==> src/rtl/cpu_pkg.sv <==
// Shared opcode constants, FSM state encoding and control-word layout
// for the multi-cycle CPU control unit.
package cpu_pkg;

    localparam logic [4:0] OP_LD   = 5'b00000;
    localparam logic [4:0] OP_LDI  = 5'b00001;
    localparam logic [4:0] OP_ST   = 5'b00010;
    localparam logic [4:0] OP_ADD  = 5'b00011;
    localparam logic [4:0] OP_SUB  = 5'b00100;
    localparam logic [4:0] OP_SHR  = 5'b00101;
    localparam logic [4:0] OP_SHL  = 5'b00110;
    localparam logic [4:0] OP_ROR  = 5'b00111;
    localparam logic [4:0] OP_ROL  = 5'b01000;
    localparam logic [4:0] OP_AND  = 5'b01001;
    localparam logic [4:0] OP_OR   = 5'b01010;
    localparam logic [4:0] OP_ADDI = 5'b01011;
    localparam logic [4:0] OP_ANDI = 5'b01100;
    localparam logic [4:0] OP_ORI  = 5'b01101;
    localparam logic [4:0] OP_MUL  = 5'b01110;
    localparam logic [4:0] OP_DIV  = 5'b01111;
    localparam logic [4:0] OP_NEG  = 5'b10000;
    localparam logic [4:0] OP_NOT  = 5'b10001;
    localparam logic [4:0] OP_BR   = 5'b10010;
    localparam logic [4:0] OP_JR   = 5'b10011;
    localparam logic [4:0] OP_IN   = 5'b10101;
    localparam logic [4:0] OP_OUT  = 5'b10110;
    localparam logic [4:0] OP_MFHI = 5'b10111;
    localparam logic [4:0] OP_MFLO = 5'b11000;
    localparam logic [4:0] OP_NOP  = 5'b11001;
    localparam logic [4:0] OP_HALT = 5'b11010;

    // One-hot ALU op, MSB first: AND OR ADD SUB MUL DIV SHR SHL ROR ROL NEG NOT
    localparam logic [11:0] ALU_NONE = 12'h000;
    localparam logic [11:0] ALU_AND  = 12'h800;
    localparam logic [11:0] ALU_OR   = 12'h400;
    localparam logic [11:0] ALU_ADD  = 12'h200;
    localparam logic [11:0] ALU_SUB  = 12'h100;
    localparam logic [11:0] ALU_MUL  = 12'h080;
    localparam logic [11:0] ALU_DIV  = 12'h040;
    localparam logic [11:0] ALU_SHR  = 12'h020;
    localparam logic [11:0] ALU_SHL  = 12'h010;
    localparam logic [11:0] ALU_ROR  = 12'h008;
    localparam logic [11:0] ALU_ROL  = 12'h004;
    localparam logic [11:0] ALU_NEG  = 12'h002;
    localparam logic [11:0] ALU_NOT  = 12'h001;

    typedef enum logic [3:0] {
        RESET_ST, T0, T1, T2, T3, T4, T5, T6, T7, HALT
    } state_t;

    typedef enum logic [3:0] {
        C_ALU3, C_UNARY, C_IMM, C_MULDIV, C_LD, C_ST, C_BR,
        C_JR, C_IN, C_OUT, C_MFHI, C_MFLO, C_NOP, C_HALT
    } iclass_t;

    typedef struct packed {
        logic pc_out, zhigh_out, zlow_out, mdr_out, hi_out;
        logic lo_out, inport_out, c_out, ba_out;
        logic mar_in, z_in, pc_in, mdr_in, ir_in, y_in;
        logic hi_in, lo_in, outport_in, con_in;
        logic gra, grb, grc, r_in, r_out;
        logic inc_pc, read, write, clear;
        logic [11:0] alu;
        logic run;
    } ctrl_t;

endpackage

==> src/rtl/instr_decode.sv <==
// Maps the 5-bit opcode to an instruction class and its ALU operation.
module instr_decode
    import cpu_pkg::*;
(
    input  logic [4:0]  opcode,
    output iclass_t     cls,
    output logic [11:0] alu
);

    always_comb begin
        cls = C_NOP;
        alu = ALU_NONE;
        unique case (opcode)
            OP_LD:   begin cls = C_LD;     alu = ALU_ADD; end
            OP_LDI:  begin cls = C_IMM;    alu = ALU_ADD; end
            OP_ST:   begin cls = C_ST;     alu = ALU_ADD; end
            OP_ADD:  begin cls = C_ALU3;   alu = ALU_ADD; end
            OP_SUB:  begin cls = C_ALU3;   alu = ALU_SUB; end
            OP_SHR:  begin cls = C_ALU3;   alu = ALU_SHR; end
            OP_SHL:  begin cls = C_ALU3;   alu = ALU_SHL; end
            OP_ROR:  begin cls = C_ALU3;   alu = ALU_ROR; end
            OP_ROL:  begin cls = C_ALU3;   alu = ALU_ROL; end
            OP_AND:  begin cls = C_ALU3;   alu = ALU_AND; end
            OP_OR:   begin cls = C_ALU3;   alu = ALU_OR;  end
            OP_ADDI: begin cls = C_IMM;    alu = ALU_ADD; end
            OP_ANDI: begin cls = C_IMM;    alu = ALU_AND; end
            OP_ORI:  begin cls = C_IMM;    alu = ALU_OR;  end
            OP_MUL:  begin cls = C_MULDIV; alu = ALU_MUL; end
            OP_DIV:  begin cls = C_MULDIV; alu = ALU_DIV; end
            OP_NEG:  begin cls = C_UNARY;  alu = ALU_NEG; end
            OP_NOT:  begin cls = C_UNARY;  alu = ALU_NOT; end
            OP_BR:   cls = C_BR;
            OP_JR:   cls = C_JR;
            OP_IN:   cls = C_IN;
            OP_OUT:  cls = C_OUT;
            OP_MFHI: cls = C_MFHI;
            OP_MFLO: cls = C_MFLO;
            OP_HALT: cls = C_HALT;
            default: cls = C_NOP;
        endcase
    end

endmodule

==> src/rtl/control_unit.sv <==
// Multi-cycle Moore control FSM: fetch T0-T2, per-class execute T3-T7,
// HALT until reset.
module control_unit
    import cpu_pkg::*;
(
    input  logic        Clock,
    input  logic        Reset,
    input  logic [31:0] IR,
    input  logic        CON_FF,
    input  logic        Stop,
    input  logic        Interrupts,
    output logic PCout, Zhighout, Zlowout, MDRout, HIout,
    output logic LOout, InPortout, Cout, BAout,
    output logic MARin, Zin, PCin, MDRin, IRin, Yin,
    output logic HIin, LOin, OutPortin, CONin,
    output logic Gra, Grb, Grc, Rin, Rout,
    output logic IncPC, Read, Write, Clear,
    output logic AND, OR, ADD, SUB, MUL, DIV,
    output logic SHR, SHL, ROR, ROL, NEG, NOT,
    output logic Run
);

    state_t      state, nxt;
    iclass_t     cls;
    logic [11:0] alu;
    logic        last;
    ctrl_t       c;
    logic        unused_ok;

    assign unused_ok = ^{IR[26:0], Interrupts};

    instr_decode u_dec (
        .opcode (IR[31:27]),
        .cls    (cls),
        .alu    (alu)
    );

    always_ff @(posedge Clock or negedge Reset) begin
        if (!Reset) state <= RESET_ST;
        else        state <= nxt;
    end

    always_comb begin
        nxt   = state;
        c     = '0;
        c.run = 1'b1;
        last  = 1'b0;
        unique case (state)
            RESET_ST: begin
                c.run = 1'b0; c.clear = 1'b1; nxt = T0;
            end
            T0: begin
                c.pc_out = 1'b1; c.mar_in = 1'b1;
                c.inc_pc = 1'b1; c.z_in = 1'b1; nxt = T1;
            end
            T1: begin
                c.zlow_out = 1'b1; c.pc_in = 1'b1;
                c.read = 1'b1; c.mdr_in = 1'b1; nxt = T2;
            end
            T2: begin
                c.mdr_out = 1'b1; c.ir_in = 1'b1; nxt = T3;
            end
            T3: begin
                nxt = T4;
                case (cls)
                    C_ALU3: begin c.grb = 1'b1; c.r_out = 1'b1; c.y_in = 1'b1; end
                    C_UNARY: begin
                        c.grb = 1'b1; c.r_out = 1'b1; c.alu = alu; c.z_in = 1'b1;
                    end
                    C_IMM, C_LD, C_ST: begin
                        c.grb = 1'b1; c.ba_out = 1'b1; c.y_in = 1'b1;
                    end
                    C_MULDIV: begin c.gra = 1'b1; c.r_out = 1'b1; c.y_in = 1'b1; end
                    C_BR:  begin c.gra = 1'b1; c.r_out = 1'b1; c.con_in = 1'b1; end
                    C_JR: begin
                        c.gra = 1'b1; c.r_out = 1'b1; c.pc_in = 1'b1; last = 1'b1;
                    end
                    C_IN: begin
                        c.inport_out = 1'b1; c.gra = 1'b1; c.r_in = 1'b1; last = 1'b1;
                    end
                    C_OUT: begin
                        c.gra = 1'b1; c.r_out = 1'b1; c.outport_in = 1'b1; last = 1'b1;
                    end
                    C_MFHI: begin
                        c.hi_out = 1'b1; c.gra = 1'b1; c.r_in = 1'b1; last = 1'b1;
                    end
                    C_MFLO: begin
                        c.lo_out = 1'b1; c.gra = 1'b1; c.r_in = 1'b1; last = 1'b1;
                    end
                    C_HALT:  nxt = HALT;
                    default: last = 1'b1;
                endcase
            end
            T4: begin
                nxt = T5;
                case (cls)
                    C_ALU3: begin
                        c.grc = 1'b1; c.r_out = 1'b1; c.alu = alu; c.z_in = 1'b1;
                    end
                    C_UNARY: begin
                        c.zlow_out = 1'b1; c.gra = 1'b1; c.r_in = 1'b1; last = 1'b1;
                    end
                    C_IMM, C_LD, C_ST: begin
                        c.c_out = 1'b1; c.alu = alu; c.z_in = 1'b1;
                    end
                    C_MULDIV: begin
                        c.grb = 1'b1; c.r_out = 1'b1; c.alu = alu; c.z_in = 1'b1;
                    end
                    C_BR:    begin c.pc_out = 1'b1; c.y_in = 1'b1; end
                    default: last = 1'b1;
                endcase
            end
            T5: begin
                nxt = T6;
                case (cls)
                    C_ALU3, C_IMM: begin
                        c.zlow_out = 1'b1; c.gra = 1'b1; c.r_in = 1'b1; last = 1'b1;
                    end
                    C_MULDIV:    begin c.zlow_out = 1'b1; c.lo_in = 1'b1; end
                    C_LD, C_ST:  begin c.zlow_out = 1'b1; c.mar_in = 1'b1; end
                    C_BR: begin
                        c.c_out = 1'b1; c.alu = ALU_ADD; c.z_in = 1'b1;
                    end
                    default: last = 1'b1;
                endcase
            end
            T6: begin
                nxt = T7;
                case (cls)
                    C_MULDIV: begin
                        c.zhigh_out = 1'b1; c.hi_in = 1'b1; last = 1'b1;
                    end
                    C_LD: begin c.read = 1'b1; c.mdr_in = 1'b1; end
                    C_ST: begin c.gra = 1'b1; c.r_out = 1'b1; c.mdr_in = 1'b1; end
                    C_BR: begin
                        c.zlow_out = CON_FF; c.pc_in = CON_FF; last = 1'b1;
                    end
                    default: last = 1'b1;
                endcase
            end
            T7: begin
                last = 1'b1;
                case (cls)
                    C_LD: begin c.mdr_out = 1'b1; c.gra = 1'b1; c.r_in = 1'b1; end
                    C_ST:    c.write = 1'b1;
                    default: ;
                endcase
            end
            HALT: c.run = 1'b0;
            default: begin
                c.run = 1'b0; nxt = RESET_ST;
            end
        endcase
        // Stop is only honoured at an instruction boundary.
        if (last) nxt = Stop ? HALT : T0;
    end

    assign {PCout, Zhighout, Zlowout, MDRout, HIout,
            LOout, InPortout, Cout, BAout,
            MARin, Zin, PCin, MDRin, IRin, Yin,
            HIin, LOin, OutPortin, CONin,
            Gra, Grb, Grc, Rin, Rout,
            IncPC, Read, Write, Clear,
            AND, OR, ADD, SUB, MUL, DIV,
            SHR, SHL, ROR, ROL, NEG, NOT,
            Run} = c;

endmodule

==> config.mk <==
export PLATFORM = sky130hd
export DESIGN_NAME = control_unit
export DESIGN_NICKNAME = d
export VERILOG_FILES = /design/src/rtl/cpu_pkg.sv /design/src/rtl/instr_decode.sv /design/src/rtl/control_unit.sv
export SDC_FILE = /design/constraint.sdc
export NUM_CORES = 1
export LEC_CHECK = 0
export CORE_UTILIZATION = 38
export DETAILED_ROUTE_END_ITERATION = 6
export GPL_ROUTABILITY_DRIVEN = 0
export PLACE_DENSITY = 0.95
export SYNTH_ARGS = -nofsm -noshare
export SYNTH_HDL_FRONTEND = slang
export SYNTH_SLANG_ARGS = --single-unit
==> constraint.sdc <==
create_clock -name Clock -period 4.35 [get_ports Clock]
set_input_delay 0.87 -clock Clock [delete_from_list [all_inputs] [get_ports Clock]]
set_output_delay 0.87 -clock Clock [all_outputs]
set_load 0.01 [all_outputs]
**Selected gate families**

Drawn at 6 px/µm.
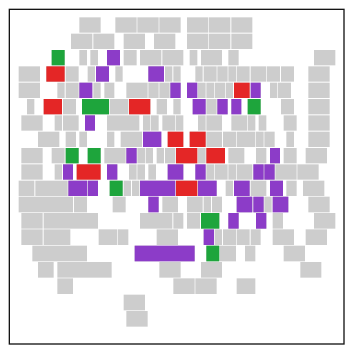
- green: and/or cells (cells 8; most used or3_1)
- purple: aoi and oai cells (cells 34; most used a21oi_1)
- red: non-inverting ao/oa cells (cells 10; most used a21o_1)

**Cells colored by class**

Drawn at 6 px/µm. Fill, decap, tap and diode cells in gray.
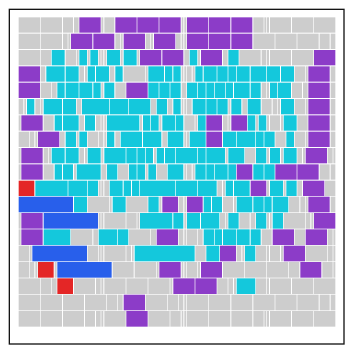
- cyan: combinational and other logic (cells 149; share of their area 57%)
- red: clock drivers (cells 3; share of their area 1.4%)
- purple: remaining buffers and delay cells (cells 57; share of their area 35%)
- blue: sequential cells (cells 4; share of their area 6.3%)

**Signal wires on met3**

Drawn at 8 px/µm.
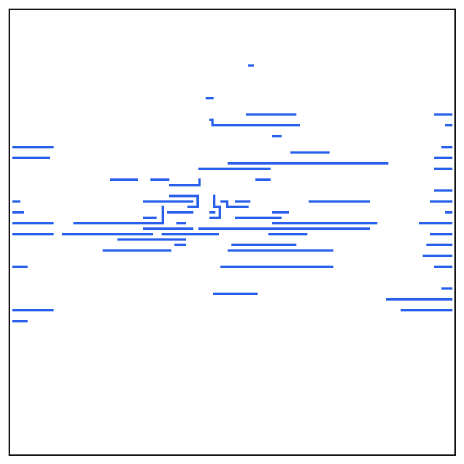
- longest straight run: 21.2 µm
- nets with wire on the layer: 54
- share of all routed wire: 9.0%

**Cells by drive strength**

Drawn at 6 px/µm.
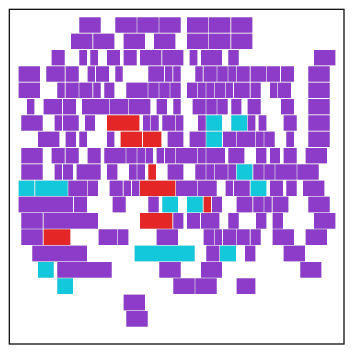
- cyan: _3 and _4 cells (cells 13; share 6.1%; most used buf_4)
- red: _2 cells (cells 8; share 3.8%)
- purple: _0 and _1 cells (cells 192; share 90%; most used clkdlybuf4s50_1)

==> flow_summary.json <==
{
  "status": "completed",
  "max_slew_margin": 0.584,
  "post_cts_buffers": 0,
  "h-tree-depth": 1,
  "synth_warnings": 0,
  "power-top-group": "combinational cells",
  "setup_viol": 0,
  "postSynthAreaPerCell_um2": 6.41,
  "largestClassByArea": "combinational gates",
  "grt-ovfl-total": 0,
  "pwr-share-clk": 0.073,
  "critPathKind": "in2out",
  "power.density_mw_per_mm2": 368,
  "drt.antenna.violating_nets": 0,
  "period_used_share": 0.930,
  "hold_ws_ps": 715,
  "intPower_mw": 0.315,
  "ys.flops": 4,
  "clock_buffer_count": 3,
  "finalCriticalPeriod_ps": 4040,
  "use_met1": 0.284,
  "bufAreaShareNonClock": 0.340,
  "grt_pass1_vias": 1314,
  "met2_usage": 0.391,
  "whs_endpoint": "state[1]",
  "regMostFlops": "state",
  "synth.area.top_cells": "dfrtp_1 (9.2%), nor2_1 (7.2%), nand2_1 (6.2%), nor3_1 (5.1%), nor4_1 (4.6%)",
  "clockBufferDepth": 2,
  "clock.fmax_mhz": 247,
  "synth.logic.top_family": "simple AND/OR/NAND/NOR gates",
  "setup.worst_path.start": "IR[30]"
}
No activity file was given, so power comes from the tool's default toggle rates.
